<file path="src/rtl/alu_master_if.sv">
// Request/response port and ALU command bus for alu_master.
// The master modport is the sequencer side; slave is the host plus ALU side.
interface alu_master_if;
    logic        req_valid;
    logic        req_ready;
    logic [1:0]  req_op;
    logic [15:0] req_a;
    logic [7:0]  req_b;
    logic        rsp_valid;
    logic        rsp_ready;
    logic [15:0] rsp_data;
    logic        rsp_err;
    logic        busy;
    logic        alu_start;
    logic [1:0]  alu_op;
    logic [7:0]  alu_inbus;
    logic [7:0]  alu_outbus;
    logic        alu_finish;

    modport master (
        input  req_valid, req_op, req_a, req_b, rsp_ready, alu_outbus, alu_finish,
        output req_ready, rsp_valid, rsp_data, rsp_err, busy, alu_start, alu_op, alu_inbus
    );

    modport slave (
        output req_valid, req_op, req_a, req_b, rsp_ready, alu_outbus, alu_finish,
        input  req_ready, rsp_valid, rsp_data, rsp_err, busy, alu_start, alu_op, alu_inbus
    );
endinterface

</file>
<file path="src/rtl/alu_master.sv">
// Drives one ALU transaction per accepted request: start pulse, byte-serial
// operands, then collects the two-byte result and offers it on the response port.
//
// state | meaning
// IDLE  | ready for a request, ALU bus parked at 0
// START | one-cycle alu_start pulse
// OP1   | first operand byte (A hi for div, else A lo)
// OP2   | second operand byte (A lo for div, else B)
// OP3   | divisor byte, div only
// WAIT  | waiting for alu_finish, timeout counter running
// CAPLO | capture result low byte
// RESP  | result held until rsp_ready
module alu_master #(
    parameter int TIMEOUT = 64
) (
    input  logic         clk,
    input  logic         rst,
    alu_master_if.master bus
);
    typedef enum logic [2:0] {IDLE, START, OP1, OP2, OP3, WAIT, CAPLO, RESP} state_t;

    localparam int CW = (TIMEOUT > 2) ? $clog2(TIMEOUT) : 1;
    localparam logic [CW-1:0] TC = CW'(TIMEOUT - 1);

    state_t          state, state_d;
    logic [1:0]      op_q;
    logic [15:0]     a_q;
    logic [7:0]      b_q;
    logic [CW-1:0]   cnt;
    logic [15:0]     data_q;
    logic            err_q;
    logic            is_div;
    logic            cnt_tc;

    assign is_div = (op_q == 2'b11);
    assign cnt_tc = (cnt == TC);
    assign bus.rsp_data = data_q;
    assign bus.rsp_err  = err_q;

    always_ff @(posedge clk or negedge rst) begin
        if (!rst) state <= IDLE;
        else      state <= state_d;
    end

    always_comb begin
        state_d       = state;
        bus.req_ready = 1'b0;
        bus.rsp_valid = 1'b0;
        bus.busy      = (state != IDLE);
        bus.alu_start = 1'b0;
        bus.alu_op    = 2'b00;
        bus.alu_inbus = 8'h00;
        case (state)
            IDLE: begin
                bus.req_ready = rst;
                if (bus.req_valid) state_d = START;
            end
            START: begin
                bus.alu_start = 1'b1;
                bus.alu_op    = op_q;
                state_d       = OP1;
            end
            OP1: begin
                bus.alu_op    = op_q;
                bus.alu_inbus = is_div ? a_q[15:8] : a_q[7:0];
                state_d       = OP2;
            end
            OP2: begin
                bus.alu_op    = op_q;
                bus.alu_inbus = is_div ? a_q[7:0] : b_q;
                state_d       = is_div ? OP3 : WAIT;
            end
            OP3: begin
                bus.alu_op    = op_q;
                bus.alu_inbus = b_q;
                state_d       = WAIT;
            end
            WAIT: begin
                // B is the last byte sent for every op, so it is what stays on the bus
                bus.alu_op    = op_q;
                bus.alu_inbus = b_q;
                if (bus.alu_finish) state_d = CAPLO;
                else if (cnt_tc)    state_d = RESP;
            end
            CAPLO: begin
                bus.alu_op    = op_q;
                bus.alu_inbus = b_q;
                state_d       = RESP;
            end
            RESP: begin
                bus.rsp_valid = 1'b1;
                if (bus.rsp_ready) state_d = IDLE;
            end
            default: state_d = IDLE;
        endcase
    end

    always_ff @(posedge clk or negedge rst) begin
        if (!rst) begin
            op_q   <= 2'b00;
            a_q    <= 16'h0000;
            b_q    <= 8'h00;
            cnt    <= '0;
            data_q <= 16'h0000;
            err_q  <= 1'b0;
        end else begin
            if (state == IDLE && bus.req_valid) begin
                op_q <= bus.req_op;
                a_q  <= bus.req_a;
                b_q  <= bus.req_b;
            end
            if (state != WAIT) begin
                cnt <= '0;
            end else if (bus.alu_finish) begin
                data_q[15:8] <= bus.alu_outbus;
            end else if (cnt_tc) begin
                data_q <= 16'h0000;
                err_q  <= 1'b1;
            end else begin
                cnt <= cnt + CW'(1);
            end
            if (state == CAPLO) begin
                data_q[7:0] <= bus.alu_outbus;
                err_q       <= 1'b0;
            end
        end
    end
endmodule

</file>
<file path="src/flat_wrapper.sv">
// flat-port wrapper written by rule: the top's interface ports become plain ports
module alu_master_flat 
#(
    parameter int TIMEOUT = 64
)
  (clk, rst, bus_req_valid, bus_req_op, bus_req_a, bus_req_b, bus_rsp_ready, bus_alu_outbus, bus_alu_finish, bus_req_ready, bus_rsp_valid, bus_rsp_data, bus_rsp_err, bus_busy, bus_alu_start, bus_alu_op, bus_alu_inbus);
  alu_master_if bus_i ();
  input  logic clk;
  input  logic rst;
  input wire logic [$bits(bus_i.req_valid)-1:0] bus_req_valid;
  input wire logic [$bits(bus_i.req_op)-1:0] bus_req_op;
  input wire logic [$bits(bus_i.req_a)-1:0] bus_req_a;
  input wire logic [$bits(bus_i.req_b)-1:0] bus_req_b;
  input wire logic [$bits(bus_i.rsp_ready)-1:0] bus_rsp_ready;
  input wire logic [$bits(bus_i.alu_outbus)-1:0] bus_alu_outbus;
  input wire logic [$bits(bus_i.alu_finish)-1:0] bus_alu_finish;
  output wire logic [$bits(bus_i.req_ready)-1:0] bus_req_ready;
  output wire logic [$bits(bus_i.rsp_valid)-1:0] bus_rsp_valid;
  output wire logic [$bits(bus_i.rsp_data)-1:0] bus_rsp_data;
  output wire logic [$bits(bus_i.rsp_err)-1:0] bus_rsp_err;
  output wire logic [$bits(bus_i.busy)-1:0] bus_busy;
  output wire logic [$bits(bus_i.alu_start)-1:0] bus_alu_start;
  output wire logic [$bits(bus_i.alu_op)-1:0] bus_alu_op;
  output wire logic [$bits(bus_i.alu_inbus)-1:0] bus_alu_inbus;
  assign bus_i.req_valid = bus_req_valid;
  assign bus_i.req_op = bus_req_op;
  assign bus_i.req_a = bus_req_a;
  assign bus_i.req_b = bus_req_b;
  assign bus_i.rsp_ready = bus_rsp_ready;
  assign bus_i.alu_outbus = bus_alu_outbus;
  assign bus_i.alu_finish = bus_alu_finish;
  assign bus_req_ready = bus_i.req_ready;
  assign bus_rsp_valid = bus_i.rsp_valid;
  assign bus_rsp_data = bus_i.rsp_data;
  assign bus_rsp_err = bus_i.rsp_err;
  assign bus_busy = bus_i.busy;
  assign bus_alu_start = bus_i.alu_start;
  assign bus_alu_op = bus_i.alu_op;
  assign bus_alu_inbus = bus_i.alu_inbus;
  alu_master #(.TIMEOUT(TIMEOUT)) u_core (.clk(clk), .rst(rst), .bus(bus_i));
endmodule
</file>
<file path="config.mk">
export PLATFORM = sky130hd
export DESIGN_NAME = alu_master_flat
export DESIGN_NICKNAME = d
export VERILOG_FILES = /design/src/rtl/alu_master_if.sv /design/src/rtl/alu_master.sv /design/src/flat_wrapper.sv
export SDC_FILE = /design/constraint.sdc
export NUM_CORES = 1
export LEC_CHECK = 0
export CAP_MARGIN = 20
export CORE_ASPECT_RATIO = 2
export CORE_MARGIN = 2
export CORE_UTILIZATION = 47
export DETAILED_ROUTE_END_ITERATION = 8
export PLACE_DENSITY_LB_ADDON = 0.2
export SETUP_SLACK_MARGIN = 0.02
export SLEW_MARGIN = 5
export SYNTH_ARGS = -nofsm -noshare
export SYNTH_HDL_FRONTEND = slang
export SYNTH_SLANG_ARGS = --single-unit
</file>
<file path="constraint.sdc">
create_clock -name clk -period 3.1 [get_ports clk]
set_clock_uncertainty 0.1 [all_clocks]
set_input_delay 0.62 -clock clk [delete_from_list [all_inputs] [get_ports clk]]
set_output_delay 0.62 -clock clk [all_outputs]
set_load 0.01 [all_outputs]
</file>
pdn.png
Scale bar: 20 um. Pins as bars on the die edge. Tap cells in gray.
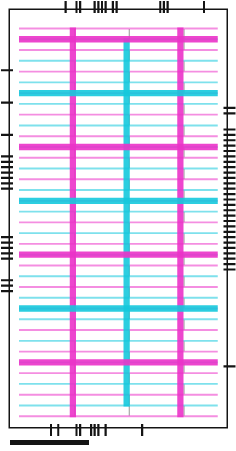
legend:
  magenta:
    net: VSS
  cyan:
    net: VDD
rows: 36
met4 straps: 3
met1 rails: 37
met5 straps: 7
tap cells: 57

cell_classes.png
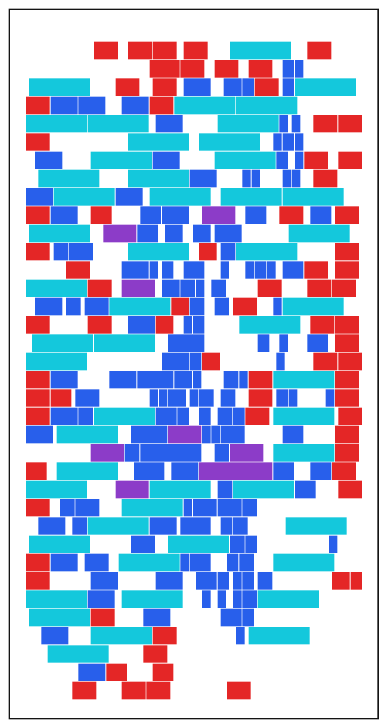
legend:
  cyan:
    class: flip-flops
    cells: 52
  blue:
    class: all other logic
    cells: 146
  red:
    class: other buffers and delay cells
    cells: 74
  purple:
    class: clock drivers and dummy loads
    cells: 8

==> metrics.yaml <==
grt:
  grt.overflow.total: 0
  groute.usage.overall_pct: 20.5
  grt_max_degree: 53
setup_path:
  cp_data_required_time_ns: 2.38
  crit_chain: "buf_4, ha_4, or3_4, a21o_4, a221o_1, dlygate4sd2_1"
  crit-reg2reg-capture: "u_core.b_q[3]"
synthesis:
  async_reset_ff_share_pct: 100
  synth_area_mm2: 0.00241
  edf_count: 0
layout:
  top_area_cell_class: "sequential cells"
  finalNetCount: 323
  buffers: 74
  layout.cells.most_common_list: "clkdlybuf4s50_1 (61), dfrtp_1 (52), mux2_1 (25), nand2_1 (23), and2_1 (10)"
final_timing:
  final_slew_viol_count: 0
  final.setup.tns_ns: 0
  fmax_mhz: 332
routing:
  antenna_violating_nets_post_route: 0
  totalWireLength_um: 5350
  detail_route.iter0.violations: 38
floorplanning:
  core.rowCount: 36
hold_path:
  hp-class: "input port to asynchronous set/reset pin"
power_and_ir_drop:
  max-vdd-ir-drop_v: 0.000713
status:
  run_status: "finished, final reports clean"
through the flow:
stage / worst slack (ns) / area, um^2 / hold WS [ns] / std cells / power [mW]
after floorplan: 0.626 / 2410 / 0.224 / 206 / 1.92
after global placement: 0.197 / 3150 / 0.365 / 327 / 2.55
after detailed placement: 0.173 / 3150 / 0.373 / 327 / 2.59
after CTS: 0.0540 / 3280 / 0.365 / 336 / 3.06
after global routing: 0.0176 / 3310 / 0.409 / 337 / 3.28
final: 0.0915 / 3310 / 0.339 / 337 / 3.05
kinds of logic (layout without fill, tap and decap cells):
family                     after synthesis  after routing
and+or+nand+nor                         60             60
DFF                                     52             52
AOI/OAI and AO/OA                       45             45
muxes                                   30             30
buffers and inverters                   13             87
adders and majority gates                5              5
xor gates and xnor gates                 1              1
worst min-delay path by stage:
stage	start	end	slack, ns	cells past startpoint
6_report	rst	u_core.cnt[2]	0.34	2
5_1_grt	rst	u_core.bus.rsp_data[11]	0.41	2
4_1_cts	rst	u_core.a_q[13]	0.36	2
3_5_place_dp	u_core.a_q[15]	u_core.a_q[15]	0.37	1
3_3_place_gp	u_core.a_q[15]	u_core.a_q[15]	0.36	1
2_1_floorplan	rst	u_core.a_q[0]	0.22	0
registers in the layout, indices dropped and copies added, names as in the netlist:
register             count
u_core.op_q              2
u_core.bus.rsp_err       1
u_core.b_q               8
u_core.state             3
u_core.a_q              16
u_core.cnt               6
u_core.bus.rsp_data     16
report_power, final:
group | total [mW] | internal, mW | switching [mW]
sequential | 1.15 | 0.972 | 0.178
combinational | 1.40 | 0.793 | 0.611
clock | 0.497 | 0.285 | 0.212
per-layer routing:
| layer | global-route usage [%] | share of wire (%) |
|---|---|---|
| met1 | 22.6 | 36 |
| met2 | 36.1 | 56 |
| met3 | 4.39 | 5.9 |
| met4 | 7.32 | 1.7 |
| met5 | 0 | 0 |
No activity file was given, so power comes from the tool's default toggle rates.
